File: config.mk
export PLATFORM = sky130hd
export DESIGN_NAME = irq_ctl
export DESIGN_NICKNAME = d
export VERILOG_FILES = /design/src/rtl/irq_pkg.sv /design/src/rtl/irq_sync_edge.sv /design/src/rtl/irq_ctl.sv
export SDC_FILE = /design/constraint.sdc
export NUM_CORES = 1
export LEC_CHECK = 0
export ABC_AREA = 1
export CORE_UTILIZATION = 39
export DETAILED_ROUTE_END_ITERATION = 7
export GPL_TIMING_DRIVEN = 0
export PLACE_DENSITY = 0.82
export SYNTH_ARGS = -nofsm -noshare
export SYNTH_HDL_FRONTEND = slang
export SYNTH_SLANG_ARGS = --single-unit
File: constraint.sdc
create_clock -name clk -period 1.1 [get_ports clk]
set_input_delay 0.22 -clock clk [delete_from_list [all_inputs] [get_ports clk]]
set_output_delay 0.22 -clock clk [all_outputs]
set_load 0.02 [all_outputs]
File: src/rtl/irq_pkg.sv
// Shared types and helpers for the interrupt controller: FSM state,
// default source count, cause-width sizing and the priority encoder.
package irq_pkg;

   typedef enum logic {
      ST_IDLE   = 1'b0,
      ST_ACTIVE = 1'b1
   } state_t;

   localparam int NUM_SRC_DEF = 4;

   function automatic int cause_width(input int n);
      return (n > 1) ? $clog2(n) : 1;
   endfunction

   // Lowest set index wins; callers zero-extend their request vector to 16 bits.
   function automatic logic [3:0] prio_idx(input logic [15:0] req);
      logic [3:0] idx;
      idx = '0;
      for (int i = 15; i >= 0; i--)
         if (req[i]) idx = 4'(i);
      return idx;
   endfunction

endpackage

File: src/rtl/irq_sync_edge.sv
// Single-bit two-flop synchroniser followed by a history flop;
// rise is high for one cycle after a synchronised 0->1 transition.
module irq_sync_edge (
   input  logic clk,
   input  logic reset_n,
   input  logic d,
   output logic rise
);

   logic s1, s2, h;

   always_ff @(posedge clk or negedge reset_n) begin
      if (!reset_n) begin
         s1 <= 1'b0;
         s2 <= 1'b0;
         h  <= 1'b0;
      end else begin
         s1 <= d;
         s2 <= s1;
         h  <= s2;
      end
   end

   assign rise = s2 & ~h;

endmodule

File: src/rtl/irq_ctl.sv
// Interrupt controller: synchronises and edge-latches external lines,
// masks them into irq, and tracks the active/cause state for PC control.
module irq_ctl
   import irq_pkg::*;
#(
   parameter int NUM_SRC = NUM_SRC_DEF,
   parameter int CAUSE_W = cause_width(NUM_SRC)
) (
   input  logic               clk,
   input  logic               reset_n,
   input  logic [NUM_SRC-1:0] int_src,
   input  logic [NUM_SRC-1:0] int_en,
   input  logic               gie,
   input  logic               take,
   input  logic               rfe,
   output logic               irq,
   output logic               ia_bit,
   output logic [CAUSE_W-1:0] cause,
   output logic [NUM_SRC-1:0] pending
);

   logic [NUM_SRC-1:0] rise;
   logic [NUM_SRC-1:0] req;
   logic [NUM_SRC-1:0] clr;
   logic [15:0]        win_oh;
   logic [3:0]         win;
   logic               accept;
   state_t             state, state_nxt;

   for (genvar i = 0; i < NUM_SRC; i++) begin : g_sync
      irq_sync_edge u_sync (
         .clk     (clk),
         .reset_n (reset_n),
         .d       (int_src[i]),
         .rise    (rise[i])
      );
   end

   assign req = pending & int_en;
   assign irq = gie & (|req);
   assign win = prio_idx(16'(req));

   always_comb begin
      win_oh = 16'd1 << win;
      clr    = accept ? NUM_SRC'(win_oh) : '0;
   end

   // A fresh rise in the accept cycle re-pends the source.
   always_ff @(posedge clk or negedge reset_n) begin
      if (!reset_n) pending <= '0;
      else          pending <= (pending & ~clr) | rise;
   end

   always_ff @(posedge clk or negedge reset_n) begin
      if (!reset_n)    cause <= '0;
      else if (accept) cause <= CAUSE_W'(win);
   end

   always_ff @(posedge clk or negedge reset_n) begin
      if (!reset_n) state <= ST_IDLE;
      else          state <= state_nxt;
   end

   always_comb begin
      state_nxt = state;
      case (state)
         ST_IDLE:   if (take && irq) state_nxt = ST_ACTIVE;
         ST_ACTIVE: if (rfe)         state_nxt = ST_IDLE;
         default:                    state_nxt = ST_IDLE;
      endcase
   end

   always_comb begin
      ia_bit = (state == ST_ACTIVE);
      accept = (state == ST_IDLE) && take && irq;
   end

endmodule
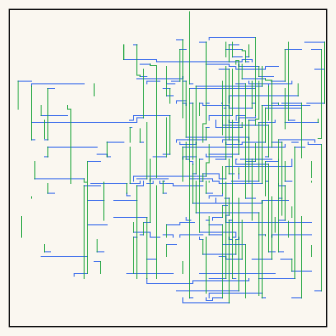
*Metal layers overlaid*
Two of the layers only.
colour	layer	wire length
blue	M1	594 um
green	M2	820 um

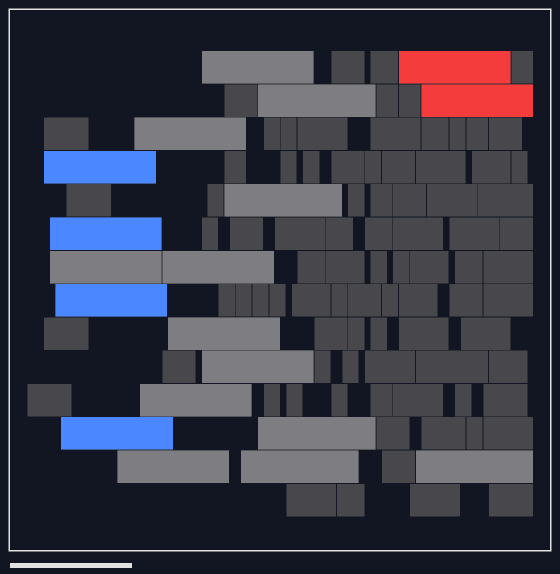
*Sequential cells grouped by signal name*
Scale bar: 10 um.
colour	signal	sequential cells
blue	`g_sync.u_sync.s1`	4
red	`cause`	2
not coloured	13
sequential power: 794 uW
Seq area share: 43.1%
Seq. cell area: 482 um2
Final Util: 71.0%

==> flow_metrics.tcl <==
# metrics dict for downstream scripts
set metrics [dict create \
    status "finished with violations" \
    violations "design-rule violations, negative setup slack" \
    cpLargestDelayFamily "flip-flops" \
    fin_ws_ns -0.282 \
    diodes 0 \
    r2r-start "pending[0]" \
    period_minus_slack_ns 1.38 \
    wirelength_mm 1.54 \
    grt_max_degree 20 \
    critPathKind "reg -> out" \
    grtUsageTotal_pct 16.7 \
    peakVddDrop_v 0.000805 \
    dpl.hpwl_um 818 \
    overflow 0 \
    edf_count 0 \
    ys.warnings.count 0 \
    fp_nets 81 \
    r2r-end "pending[3]" \
    cp_slowest_cell "dfrtp_2" \
    met2_length_um 820 \
    internal-power_mw 1.09 \
    finalSetupViolCount 12 \
    crit_required_ns 0.88 \
    max_slew_margin_pct 46.2 \
    finalNonFillerCells 121 \
    top_cells_by_area "dfrtp_1 (69%), nand2_1 (13%), inv_1 (6.0%), nor3_4 (2.4%), nor2_1 (2.2%)" \
    ys_top_logic_family "simple AND/OR/NAND/NOR gates" \
    startpoint "pending[3]" \
    power.leakage_nw 0.587 \
    share_seq_of_total_power_pct 51.6 \
    mostFrequentLayoutCells "dfrtp_1 (14), nand2_1 (13), inv_1 (11)" \
    tool_warnings 29 \
    worstPathArrival_ns 1.16 \
    fill_cells 111 \
    post-route-period-util_pct 126 \
    fp_util_pct 43.9 \
    worstSetupStartpointType "register" \
    die_y_um 44.1 \
    drc_errors 4 \
    place_area_um2 923 \
    hold_buffers 0 \
    flop_cell "dfrtp_1" \
    wl_met3_um 117 \
    dp.cells 104 \
    ctsRootBufferMaster "clkbuf_4" \
    met2_usage_pct 30.3 \
    synth.avg_cell_area_um2 10.2 \
]
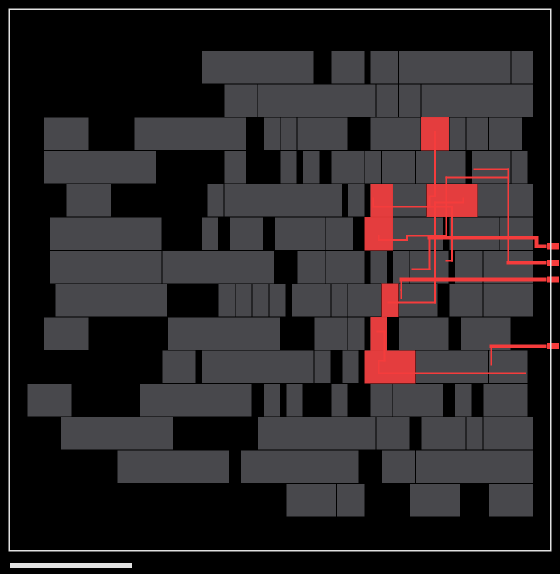
*Wires at chosen ports, followed through buffers*
Scale bar: 10 um.
colour	port	direction	edge	end cells	buffers	wire
red	`int_en`	input	right	7	4	112 um

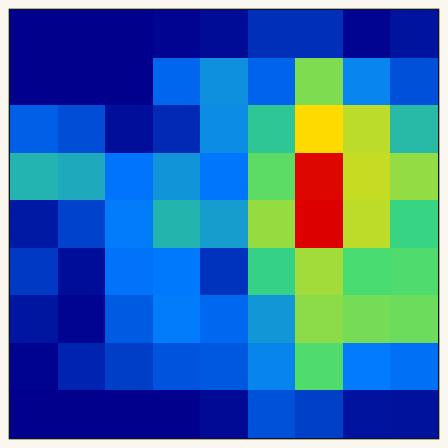
*Signal metal coverage by tile*
9 x 9 tiles, from dark blue (low) to red (high), scaled to the fullest tile. Values are wire area over tile area, all layers added.
tiles over half the peak	21%
fullest tile	0.49
mean over tiles	0.13
emptiest ninth of the die	upper left
nearly empty tiles	19%
densest ninth of the die	middle right
DR vias: 587
post-DR wirelength/cell: 12.8 um

[flip-flops by register name, summed over array words and instances, names as in the netlist]
name	flops
g_sync.u_sync.s2	4
cause	2
g_sync.u_sync.s1	4
pending	4
ia_bit	1
g_sync.u_sync.h	4
[area by class of cell]
type / instances / area share [%]
sequential: 19 / 43.1
timing repair buffer: 33 / 27.2
multi-input combinational: 38 / 21.8
inverter: 11 / 3.69
clock buffer: 3 / 2.01
tap: 16 / 1.79
clock inverter: 1 / 0.447
[kinds of logic (layout without fill, tap and decap cells)]
kind of cell           after synthesis  count (layout)
AOI/OAI and AO/OA                    6               6
buffers and inverters               11              48
DFF                                 19              19
and+or+nand+nor                     32              32
No activity file was given, so power comes from the tool's default toggle rates.
